`src/rtl/pulse_train_gen_pkg.sv`:
```
// Shared definitions for waveform generators: state encoding and phase-length clamp.
package pulse_train_gen_pkg;

  localparam logic [1:0] ST_IDLE_C = 2'd0;
  localparam logic [1:0] ST_HIGH_C = 2'd1;
  localparam logic [1:0] ST_LOW_C  = 2'd2;
  localparam logic [1:0] ST_DONE_C = 2'd3;

  typedef enum logic [1:0] {
    S_IDLE = ST_IDLE_C,
    S_HIGH = ST_HIGH_C,
    S_LOW  = ST_LOW_C,
    S_DONE = ST_DONE_C
  } ptg_state_e;

  // A zero-length phase is stretched to one clock so every pulse has a visible edge.
  function automatic logic [31:0] clamp_len(input logic [31:0] len);
    return (len == 32'd0) ? 32'd1 : len;
  endfunction

endpackage

```
`src/rtl/pulse_train_gen_if.sv`:
```
// Control/status bundle of the pulse train generator.
interface pulse_train_gen_if #(
  parameter int CntBits = 16,
  parameter int NumBits = 8
) ();
  logic               Start;
  logic               Abort;
  logic [CntBits-1:0] HighCycles;
  logic [CntBits-1:0] LowCycles;
  logic [NumBits-1:0] PulseNum;
  logic               PulseOut;
  logic               Busy;
  logic               Done;
  logic [NumBits-1:0] PulseCnt;

  modport master (
    output Start, Abort, HighCycles, LowCycles, PulseNum,
    input  PulseOut, Busy, Done, PulseCnt
  );

  modport slave (
    input  Start, Abort, HighCycles, LowCycles, PulseNum,
    output PulseOut, Busy, Done, PulseCnt
  );
endinterface

```
`src/rtl/pulse_train_gen_phase_timer.sv`:
```
// Loadable down-counter that times one phase; Zero marks the last clock of the phase.
module pulse_train_gen_phase_timer #(
  parameter int CntBits = 16
) (
  input  logic               Clk,
  input  logic               Reset,
  input  logic               Load,
  input  logic [CntBits-1:0] LoadValue,
  output logic               Zero
);

  logic [CntBits-1:0] cnt_q;

  // Load takes priority; otherwise count down and park at zero (never wraps).
  always_ff @(posedge Clk) begin
    if (Reset) begin
      cnt_q <= '0;
    end else if (Load) begin
      cnt_q <= LoadValue;
    end else if (cnt_q != '0) begin
      cnt_q <= cnt_q - CntBits'(1);
    end
  end

  assign Zero = (cnt_q == '0);

endmodule

```
`src/rtl/pulse_train_gen.sv`:
```
// Pulse train generator: N pulses of H clocks high and L clocks low per Start.
module pulse_train_gen
  import pulse_train_gen_pkg::*;
#(
  parameter int CntBits = 16,
  parameter int NumBits = 8
) (
  input  logic             Clk,
  input  logic             Reset,
  pulse_train_gen_if.slave bus
);

  ptg_state_e         state_q;
  logic               pulse_q;
  logic               busy_q;
  logic               done_q;
  logic [NumBits-1:0] cnt_q;
  logic [NumBits-1:0] num_q;
  logic [CntBits-1:0] hi_q;
  logic [CntBits-1:0] lo_q;

  logic               start_ok;
  logic [CntBits-1:0] hi_start;
  logic [CntBits-1:0] lo_start;
  logic               tmr_load;
  logic [CntBits-1:0] tmr_val;
  logic               tmr_zero;

  // Timer reload values are the clamped phase lengths minus one.
  assign hi_start = CntBits'(clamp_len(32'(bus.HighCycles)) - 32'd1);
  assign lo_start = CntBits'(clamp_len(32'(bus.LowCycles)) - 32'd1);
  assign start_ok = ((state_q == S_IDLE) || (state_q == S_DONE)) && bus.Start && !bus.Abort;

  // Reload the phase timer on every phase entry.
  always_comb begin
    tmr_load = 1'b0;
    tmr_val  = '0;
    case (state_q)
      S_IDLE, S_DONE: begin
        if (start_ok && (bus.PulseNum != '0)) begin
          tmr_load = 1'b1;
          tmr_val  = hi_start;
        end
      end
      S_HIGH: begin
        if (!bus.Abort && tmr_zero) begin
          tmr_load = 1'b1;
          tmr_val  = lo_q;
        end
      end
      S_LOW: begin
        if (!bus.Abort && tmr_zero && (cnt_q != num_q)) begin
          tmr_load = 1'b1;
          tmr_val  = hi_q;
        end
      end
      default: ;
    endcase
  end

  pulse_train_gen_phase_timer #(.CntBits(CntBits)) u_timer (
    .Clk       (Clk),
    .Reset     (Reset),
    .Load      (tmr_load),
    .LoadValue (tmr_val),
    .Zero      (tmr_zero)
  );

  // Burst FSM with registered outputs; config latches are data and skip reset.
  always_ff @(posedge Clk) begin
    if (Reset) begin
      state_q <= S_IDLE;
      pulse_q <= 1'b0;
      busy_q  <= 1'b0;
      done_q  <= 1'b0;
      cnt_q   <= '0;
    end else begin
      done_q <= 1'b0;
      case (state_q)
        S_IDLE, S_DONE: begin
          state_q <= S_IDLE;
          pulse_q <= 1'b0;
          busy_q  <= 1'b0;
          if (start_ok) begin
            cnt_q <= '0;
            num_q <= bus.PulseNum;
            hi_q  <= hi_start;
            lo_q  <= lo_start;
            if (bus.PulseNum != '0) begin
              state_q <= S_HIGH;
              pulse_q <= 1'b1;
              busy_q  <= 1'b1;
            end else begin
              state_q <= S_DONE;
              done_q  <= 1'b1;
            end
          end
        end
        S_HIGH: begin
          if (bus.Abort) begin
            state_q <= S_IDLE;
            pulse_q <= 1'b0;
            busy_q  <= 1'b0;
          end else if (tmr_zero) begin
            state_q <= S_LOW;
            pulse_q <= 1'b0;
            cnt_q   <= cnt_q + NumBits'(1);
          end
        end
        S_LOW: begin
          if (bus.Abort) begin
            state_q <= S_IDLE;
            busy_q  <= 1'b0;
          end else if (tmr_zero) begin
            if (cnt_q == num_q) begin
              state_q <= S_DONE;
              busy_q  <= 1'b0;
              done_q  <= 1'b1;
            end else begin
              state_q <= S_HIGH;
              pulse_q <= 1'b1;
            end
          end
        end
        default: state_q <= S_IDLE;
      endcase
    end
  end

  assign bus.PulseOut = pulse_q;
  assign bus.Busy     = busy_q;
  assign bus.Done     = done_q;
  assign bus.PulseCnt = cnt_q;

endmodule
```
`src/flat_wrapper.sv`:
```
// flat-port wrapper written by rule: the top's interface ports become plain ports
module pulse_train_gen_flat import pulse_train_gen_pkg::*;
#(
  parameter int CntBits = 16,
  parameter int NumBits = 8
)
  (Clk, Reset, bus_Start, bus_Abort, bus_HighCycles, bus_LowCycles, bus_PulseNum, bus_PulseOut, bus_Busy, bus_Done, bus_PulseCnt);
  pulse_train_gen_if #(.CntBits(CntBits), .NumBits(NumBits)) bus_i ();
  input  logic Clk;
  input  logic Reset;
  input wire logic [$bits(bus_i.Start)-1:0] bus_Start;
  input wire logic [$bits(bus_i.Abort)-1:0] bus_Abort;
  input wire logic [$bits(bus_i.HighCycles)-1:0] bus_HighCycles;
  input wire logic [$bits(bus_i.LowCycles)-1:0] bus_LowCycles;
  input wire logic [$bits(bus_i.PulseNum)-1:0] bus_PulseNum;
  output wire logic [$bits(bus_i.PulseOut)-1:0] bus_PulseOut;
  output wire logic [$bits(bus_i.Busy)-1:0] bus_Busy;
  output wire logic [$bits(bus_i.Done)-1:0] bus_Done;
  output wire logic [$bits(bus_i.PulseCnt)-1:0] bus_PulseCnt;
  assign bus_i.Start = bus_Start;
  assign bus_i.Abort = bus_Abort;
  assign bus_i.HighCycles = bus_HighCycles;
  assign bus_i.LowCycles = bus_LowCycles;
  assign bus_i.PulseNum = bus_PulseNum;
  assign bus_PulseOut = bus_i.PulseOut;
  assign bus_Busy = bus_i.Busy;
  assign bus_Done = bus_i.Done;
  assign bus_PulseCnt = bus_i.PulseCnt;
  pulse_train_gen #(.CntBits(CntBits), .NumBits(NumBits)) u_core (.Clk(Clk), .Reset(Reset), .bus(bus_i));
endmodule
```
`config.mk`:
```
export PLATFORM = sky130hd
export DESIGN_NAME = pulse_train_gen_flat
export DESIGN_NICKNAME = d
export VERILOG_FILES = /design/src/rtl/pulse_train_gen_pkg.sv /design/src/rtl/pulse_train_gen_if.sv /design/src/rtl/pulse_train_gen_phase_timer.sv /design/src/rtl/pulse_train_gen.sv /design/src/flat_wrapper.sv
export SDC_FILE = /design/constraint.sdc
export NUM_CORES = 1
export LEC_CHECK = 0
export CORE_MARGIN = 2
export CORE_UTILIZATION = 39
export DETAILED_ROUTE_END_ITERATION = 10
export PLACE_DENSITY_LB_ADDON = 0.2
export RECOVER_POWER = 25
export SKIP_CTS_REPAIR_TIMING = 1
export SYNTH_ARGS = -nofsm -noshare
export SYNTH_HDL_FRONTEND = slang
export SYNTH_SLANG_ARGS = --single-unit
```
`constraint.sdc`:
```
create_clock -name Clk -period 6.79 [get_ports Clk]
set_input_delay 0.679 -clock Clk [delete_from_list [all_inputs] [get_ports Clk]]
set_output_delay 0.679 -clock Clk [all_outputs]
set_load 0.01 [all_outputs]
```
==> impl_results.rst, run 1 <==
Physical design figures
=======================

.. list-table::
   :header-rows: 1

   * - Metric
     - Value
   * - Result of the run
     - finished, final reports clean
   * - Commonest non-fill, non-tap cells in the layout
     - edfxtp_1, clkdlybuf4s50_1, xor2_1
   * - Core occupancy in the finished layout
     - 50.3%
   * - Antenna cell count
     - 0
   * - Sinks on Clock Net
     - 69
   * - Std cell rows
     - 35
   * - Final count of pins violating max slew
     - 0
   * - Yosys cell count
     - 371
   * - Via count of the first global-routing pass
     - 3,052
   * - Class of the most critical hold timing path
     - reg2reg
   * - Reported leakage power
     - 1.68 nW
   * - Portion of the post-synthesis area used by sequential elements
     - 47.5%
   * - Yosys Chip Area
     - 3750 um2
   * - Instance count on the critical path
     - 11
   * - Wire length of the first global-routing pass
     - 14,600 um
   * - Worst reg2reg path startpoint
     - u_core.num_q[7]$_DFFE_PP_
   * - Share of total power in combinational logic
     - 30.2%
   * - Worst hold-check slack
     - 0.464 ns
   * - DP Worst Slack
     - 2.79 ns
   * - Estimated wirelength of the detail-placed design
     - 6440 um
   * - Post-route ant nets
     - 0
   * - Total via count in the routed design
     - 3,052
   * - # clk buffers
     - 10
   * - Net count after synthesis
     - 421
   * - Launch instance of the worst min-delay path
     - u_core.bus.PulseOut$_SDFFE_PP0P_
   * - Width of the die
     - 102 um
   * - Gate family responsible for the most delay along the worst path
     - simple AND/OR/NAND/NOR gates
   * - Data required time at the worst endpoint
     - 7.00 ns
   * - Area after DPL
     - 4440 um2
   * - Area share of fa/ha/maj cells after synthesis
     - 2.00%
   * - Largest net degree at the start of global routing
     - 41
   * - IO Pins
     - 55
   * - Biggest fanout along the worst timing path
     - 6
   * - Endpoint class of the critical path
     - register
   * - Sequential share of power
     - 39.9%
   * - Total negative setup slack
     - 0 ns
   * - List of cells traversed by the critical path
     - dlygate4sd3_1 > or4_1 > nor3_1 > a21oi_1 > ha_1 > or3b_2 > or3_4 > or4_4 > xnor2_2 > a32oi_1 > a31oi_1
   * - Relative area of non-clock buffer cells in the final design
     - 12.4%
   * - Count of cells along the worst hold path
     - 2
   * - Biggest Area Class
     - combinational gates
   * - GRT Residual Overflow
     - 0
   * - Transition time at the pin with the least slew margin
     - 1.14 ns
   * - Worst max-slew margin expressed relative to the limit
     - 23.7%
   * - DRC
     - 0
   * - Fraction of power spent switching nets
     - 32.4%
   * - Initial detailed-routing violation count
     - 106
   * - Comb pwr
     - 0.411 mW
   * - Sequential power
     - 0.543 mW
   * - AND-OR/OR-AND share of the synthesized area
     - 15.2%
   * - Post-synthesis share of cell area spent on and, or, nand and nor gates
     - 20.5%
   * - Post-synthesis xor/xnor area fraction
     - 10.9%
   * - Top cell type by total area after synthesis
     - edfxtp_1
   * - Cell-internal power
     - 0.921 mW
   * - WL final
     - 9000 um
   * - Element type at the critical path start
     - input port
   * - Overall die area
     - 10,400 um2
   * - Global routing usage summed across all routing layers
     - 18.1%
   * - Number of buffers added by the clock tree synthesis step
     - 9
   * - Insertion delay of the later-clocked pin in the worst-skew pair
     - 0.34 ns
   * - Smallest setup slack after layout
     - 3.11 ns
   * - Synth async-reset ratio
     - 0%
   * - Vertical die dimension
     - 102 um
   * - Number of antenna violations at the first check in global routing
     - 0
   * - Skew final
     - 0.00535 ns
   * - Final Setup Violations
     - 0
   * - Total number of nets in the final design
     - 478
   * - Worst-path cell with the longest stage delay
     - dlygate4sd3_1
   * - Clock tree from TritonCTS
     - yes
   * - Register Area
     - 1780 um2
   * - Clock tree root driver cell
     - clkbuf_8
   * - Clock input transition at the sequential cells of the worst setup and hold paths
     - 0.07 ns
   * - Count of flip-flops with a built-in enable after synthesis
     - 40
   * - Unrepaired setup endpoints after global routing
     - no
   * - Maximum root-to-sink buffer count
     - 2
   * - Length of the first detailed-routing pass in iterations
     - 4
   * - Total power per unit cell area
     - 292 nW/um2
   * - Via density
     - 5.43
   * - Largest power group
     - registers
   * - Main flop type
     - edfxtp_1
   * - Highest ir drop seen on vdd
     - 0.113 mV
   * - H-Tree Depth
     - 3
   * - Portion of the clock cycle consumed by the worst path in the final layout
     - 54.2%
   * - Flip-flop and latch share of the layout cell area
     - 38.1%
   * - Filler cells
     - 891
   * - Number of logged tool warnings
     - 27
   * - Depth of the worst register-to-register path
     - 7
   * - Relative area of clock buffers and inverters in the final design
     - 5.09%
   * - Sw power
     - 0.441 mW
-- run 1: layer usage --
| layer | vias to the layer above | wire (um) | global-route usage (%) |
|---|---|---|---|
| met1 | 1463 | 4210 | 23.6 |
| met3 | 15 | 311 | 2.53 |
| met5 | - | 0 | 0 |
| li1 | 1512 | - | - |
| met4 | 0 | 195 | 8.10 |
| met2 | 62 | 4280 | 30.1 |
-- run 1: cells in the mapped netlist, drive strengths merged (9+ instances only) --
cell type,n
edfxtp,40
xor2,32
dfxtp,29
nand2,28
nor2,28
a21oi,17
nor3,16
nor4,16
xnor2,14
inv,12
a22oi,11
nand3,11
a22o,10
o21ai,10
clkbuf,9
-- run 1: worst reg2reg max path, delay by kind of cell (launching register included) --
kind | cells | cell delay (ns)
AND-OR/OR-AND | 3 | 0.79
XOR/XNOR | 1 | 0.16
buffers and inverters | 1 | 0.24
flip-flops | 1 | 0.39
AND/OR/NAND/NOR | 2 | 1.05
-- run 1: per-stage QoR --
step | instances | total power, mW
floorplan | 371 | 0.848
global route | 562 | 1.44
finish | 562 | 1.36
CTS | 562 | 1.37
global placement | 546 | 0.959
detailed placement | 546 | 0.962
-- run 1: flip-flops by register name, indices dropped and copies added (netlist names) --
register              flops
u_core.hi_q              16
u_core.num_q              8
u_core.bus.PulseOut       1
u_core.state_q            2
u_core.u_timer.cnt_q     16
u_core.bus.PulseCnt       8
u_core.bus.Busy           1
u_core.lo_q              16
u_core.bus.Done           1
-- run 1: final timing paths --
check | slack, ns | endpoint
max | 3.11 | u_core.u_timer.cnt_q[12]$_SDFFE_PP0P_
max reg2reg | 4.03 | u_core.u_timer.cnt_q[3]$_SDFFE_PP0P_
min reg2reg | 0.46 | u_core.bus.PulseOut$_SDFFE_PP0P_
min | 0.46 | u_core.bus.PulseOut$_SDFFE_PP0P_
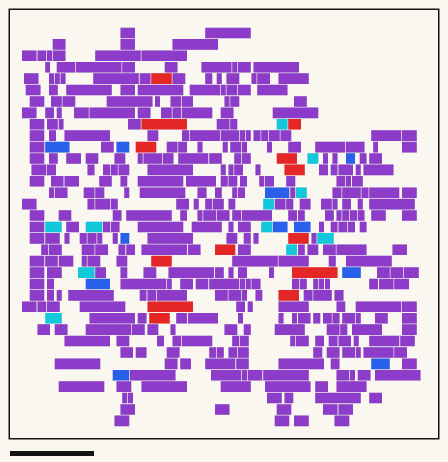
(run_1/drive_strength.png)
Bar = 20 um.
Key: blue = drive 2 [cells 11, share 2.5%]; red = drive 6 and up [cells 13, share 3.0%]; cyan = drive 3 to 4 [cells 11, share 2.5%]; purple = drive 1 or less [cells 398, share 92%]
non-clock buffer instance count of the final layout: 59
area overhead of the layout relative to synthesis: 24.6%

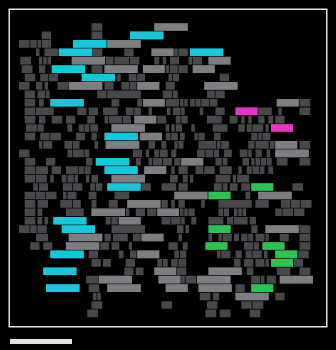
(run_1/registers.png)
Bar = 20 um.
Key: green = `u_core.bus.PulseCnt` [flops 8, where bottom right]; magenta = `u_core.state_q` [flops 2]; cyan = `u_core.lo_q` [flops 16]
Another 43 sequential cells are not colored.

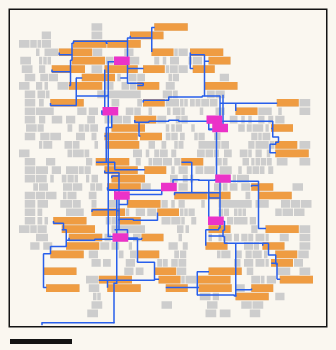
(run_1/clock_map.png)
Bar = 20 um.
Key: orange = flip-flops [count 69]; blue = clock wires [length 931 um]; magenta = cells driving clock nets [count 9]
Position of the flops: spread over the die. There are 10 routed clock nets.

==> run_1/final_clocks.png <==
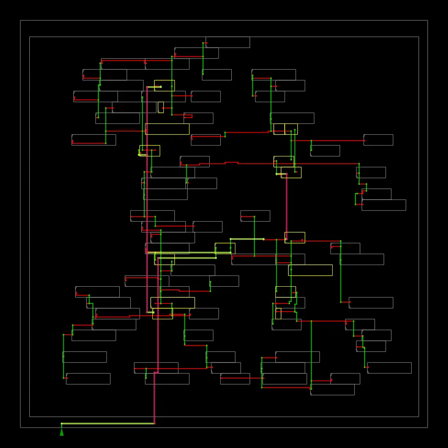

## Run 2: what changed since run 1
==> constraint.sdc (replaced) <==
create_clock -name Clk -period 3.7 [get_ports Clk]
set_input_delay 0.37 -clock Clk [delete_from_list [all_inputs] [get_ports Clk]]
set_output_delay 0.37 -clock Clk [all_outputs]
set_load 0.01 [all_outputs]
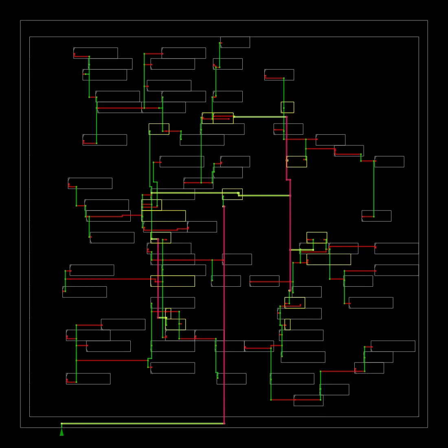
(run_2/final_clocks.png)
Sinks on Clock Net: 69
skew final: 0.00782 ns
count of sequential standard cells: 69
insertion delay of the later-clocked pin in the worst-skew pair: 0.35 ns
clock network power consumption: 0.734 mW

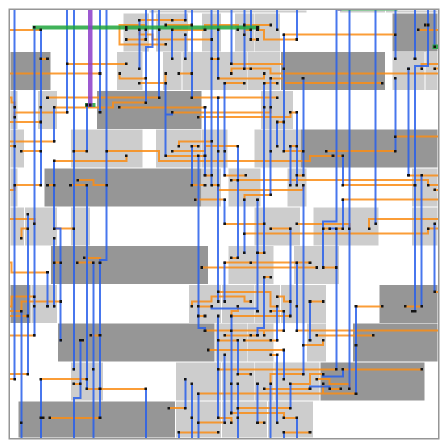
(run_2/zoom.png)
Window x 62 to 92, y 11 to 41 um. Cells in gray, sequential cells in the stronger gray; small squares are vias.
Key: green = met3; blue = met2; purple = met4; orange = met1
Most frequent: xor2_1 (12), nor2_1 (6), edfxtp_1 (5). 53 logic cells have their middle in the window. Sequential cells in the window: 9. Netlist names of flops here include `u_core.num_q` (5), `u_core.bus.PulseCnt` (4).

==> run 2 against run 1 <==
  * Worst hold slack barely moved
  * Design area grew 1.0%
  * Die size unchanged
  * Cell count increased by 1.2%
  * Via count up 1.4%
  * Clock skew increased by 0.0025 ns
  * Critical path depth rose by 1
  * Clock power increased by 79%
  * Largest power group unchanged
==> impl_results.rst, run 2 <==
Physical design figures
=======================

.. list-table::
   :header-rows: 1

   * - Metric
     - Value
   * - Result of the run
     - finished, final reports clean
   * - Most common cell in the netlist
     - edfxtp_1
   * - Number of logged tool warnings
     - 27 (unchanged)
   * - Yosys cell count
     - 371 (unchanged)
   * - Post-route ant nets
     - 0 (unchanged)
   * - End point of the most critical hold path
     - u_core.bus.PulseOut$_SDFFE_PP0P_
   * - Worst max-slew margin expressed relative to the limit
     - 33.4% (+9.7 points)
   * - Met3 routing resource usage after global routing
     - 3.83% (+1.3 points)
   * - Commonest non-fill, non-tap cells in the layout
     - edfxtp_1, clkdlybuf4s50_1, xor2_1
   * - Count of cells along the worst hold path
     - 2 (unchanged)
   * - Worst-path cell with the longest stage delay
     - clkdlybuf4s50_1
   * - Worst reg2reg path startpoint
     - u_core.bus.PulseCnt[2]$_SDFFE_PP0P_
   * - Count of flip-flops with a built-in enable after synthesis
     - 40 (unchanged)
   * - Depth of the worst register-to-register path
     - 7 (unchanged)
   * - Clock input transition at the sequential cells of the worst setup and hold paths
     - 0.07 ns (about the same)
   * - Instance count on the critical path
     - 12 (+1)
   * - Total number of nets in the final design
     - 485 (+1.5%)
   * - Net count after synthesis
     - 421 (unchanged)
   * - IO Pins
     - 55 (unchanged)
   * - Global routing usage summed across all routing layers
     - 18.3% (+0.15 points)
   * - H-Tree Depth
     - 3 (unchanged)
   * - Via density
     - 5.44 (+0.16%)
   * - Top cell type by total area after synthesis
     - edfxtp_1
   * - List of cells traversed by the critical path
     - clkdlybuf4s50_1 > or3_1 > or2_2 > inv_1 > a21oi_1 > ha_1 > or3b_2 > or3_4 > or4_4 > xnor2_2 > a32oi_1 > a31oi_1
   * - Maximum root-to-sink buffer count
     - 2 (unchanged)
   * - Element type at the critical path start
     - input port
   * - Total negative setup slack
     - 0 ns (unchanged)
   * - Number of buffers added by the clock tree synthesis step
     - 9 (unchanged)
   * - Reported leakage power
     - 1.72 nW (+1.9%)
   * - Wire length of the first global-routing pass
     - 14,500 um (-0.89%)
   * - GRT Residual Overflow
     - 0 (unchanged)
   * - Number of antenna violations at the first check in global routing
     - 0 (unchanged)
   * - Biggest fanout along the worst timing path
     - 5 (-1)
   * - Unrepaired setup endpoints after global routing
     - no
   * - Register Area
     - 1780 um2 (unchanged)
   * - Estimated wirelength of the detail-placed design
     - 6680 um (+3.7%)
   * - Class of the most critical hold timing path
     - reg2reg
   * - Endpoint class of the critical path
     - register
   * - Portion of the clock cycle consumed by the worst path in the final layout
     - 87.4%
   * - Via count of the first global-routing pass
     - 3,036 (-0.52%)
   * - Main flop type
     - edfxtp_1
   * - Data required time at the worst endpoint
     - 3.91 ns (-3.09 ns)
   * - Area after DPL
     - 4490 um2 (+1.2%)
   * - Std cell rows
     - 35 (unchanged)
   * - Clock tree from TritonCTS
     - yes
   * - Width of the die
     - 102 um (unchanged)
   * - Reg2Reg Capture Point
     - u_core.u_timer.cnt_q[3]$_SDFFE_PP0P_
   * - Launch instance of the worst min-delay path
     - u_core.bus.PulseOut$_SDFFE_PP0P_
   * - Synth async-reset ratio
     - 0% (unchanged)
   * - Leading registers by flop count
     - u_core.hi_q: 16 flops, u_core.lo_q: 16 flops, u_core.u_timer.cnt_q: 16 flops
   * - Largest net degree at the start of global routing
     - 39 (-4.9%)
   * - Total via count in the routed design
     - 3,095 (+1.4%)
   * - Antenna cell count
     - 0 (unchanged)
   * - Area overhead of the layout relative to synthesis
     - 25.9%
   * - Commonest cells in the synthesized netlist
     - edfxtp_1, xor2_1, dfxtp_1
   * - Highest ir drop seen on vdd
     - 0.211 mV (+86%)
   * - Length of the first detailed-routing pass in iterations
     - 5 (+1)
   * - Final Setup Violations
     - 0 (unchanged)
run 2: cell counts after synthesis:
No cell type changed its count.
run 2: tightest hold or removal path, delay by kind of cell, from the launching register on:
family / cells / cell delay, ns
flip-flops: 1 / 0.31
AND-OR/OR-AND: 1 / 0.06
buffers and inverters: 1 / 0.05
run 2: area by class of cell:
cell class | instances | share of cell area (%)
clock inverter | 7 | 2.41
tap | 129 | 3.42
sequential | 69 | 37.8
inverter | 12 | 0.954
clock buffer | 9 | 2.62
multi-input combinational | 277 | 39.5
timing repair buffer | 66 | 13.3
run 2: logic make-up (layout without fill, tap and decap cells):
kind of cell	Yosys count	in the layout	share of synthesized area [%]
buffers and inverters	25	94	2.70
AND-OR/OR-AND	80	80	15.2
XOR/XNOR	46	46	10.9
AND/OR/NAND/NOR	141	141	20.5
adder cells (fa/ha/maj)	6	6	2.00
multiplexers	4	4	1.10
flip-flops	69	69	47.5
run 2: per-layer routing:
metal / vias up / routed length, um
met5: - / 0
met4: 0 / 189
met3: 15 / 487
met2: 99 / 4400
met1: 1458 / 3900
li1: 1523 / -
run 2: power breakdown:
| group | internal [mW] | total (mW) | switching, mW |
|---|---|---|---|
| logic | 0.336 | 0.752 | 0.416 |
| registers | 0.913 | 0.998 | 0.0845 |
| clock network | 0.444 | 0.734 | 0.290 |
run 2: per-stage QoR:
step	cells	worst slack (ns)	total power, mW	utilization (%)	hold slack (ns)
finish	569	0.465	2.48	50.8	0.464
detailed placement	553	0.140	1.76	48.4	0.461
global placement	553	0.229	1.76	48.4	0.460
global route	569	0.316	2.65	50.8	0.493
CTS	569	0.493	2.50	50.9	0.473
floorplan	371	0.491	1.56	-	0.460
Power is estimated from default activity; no workload was simulated.
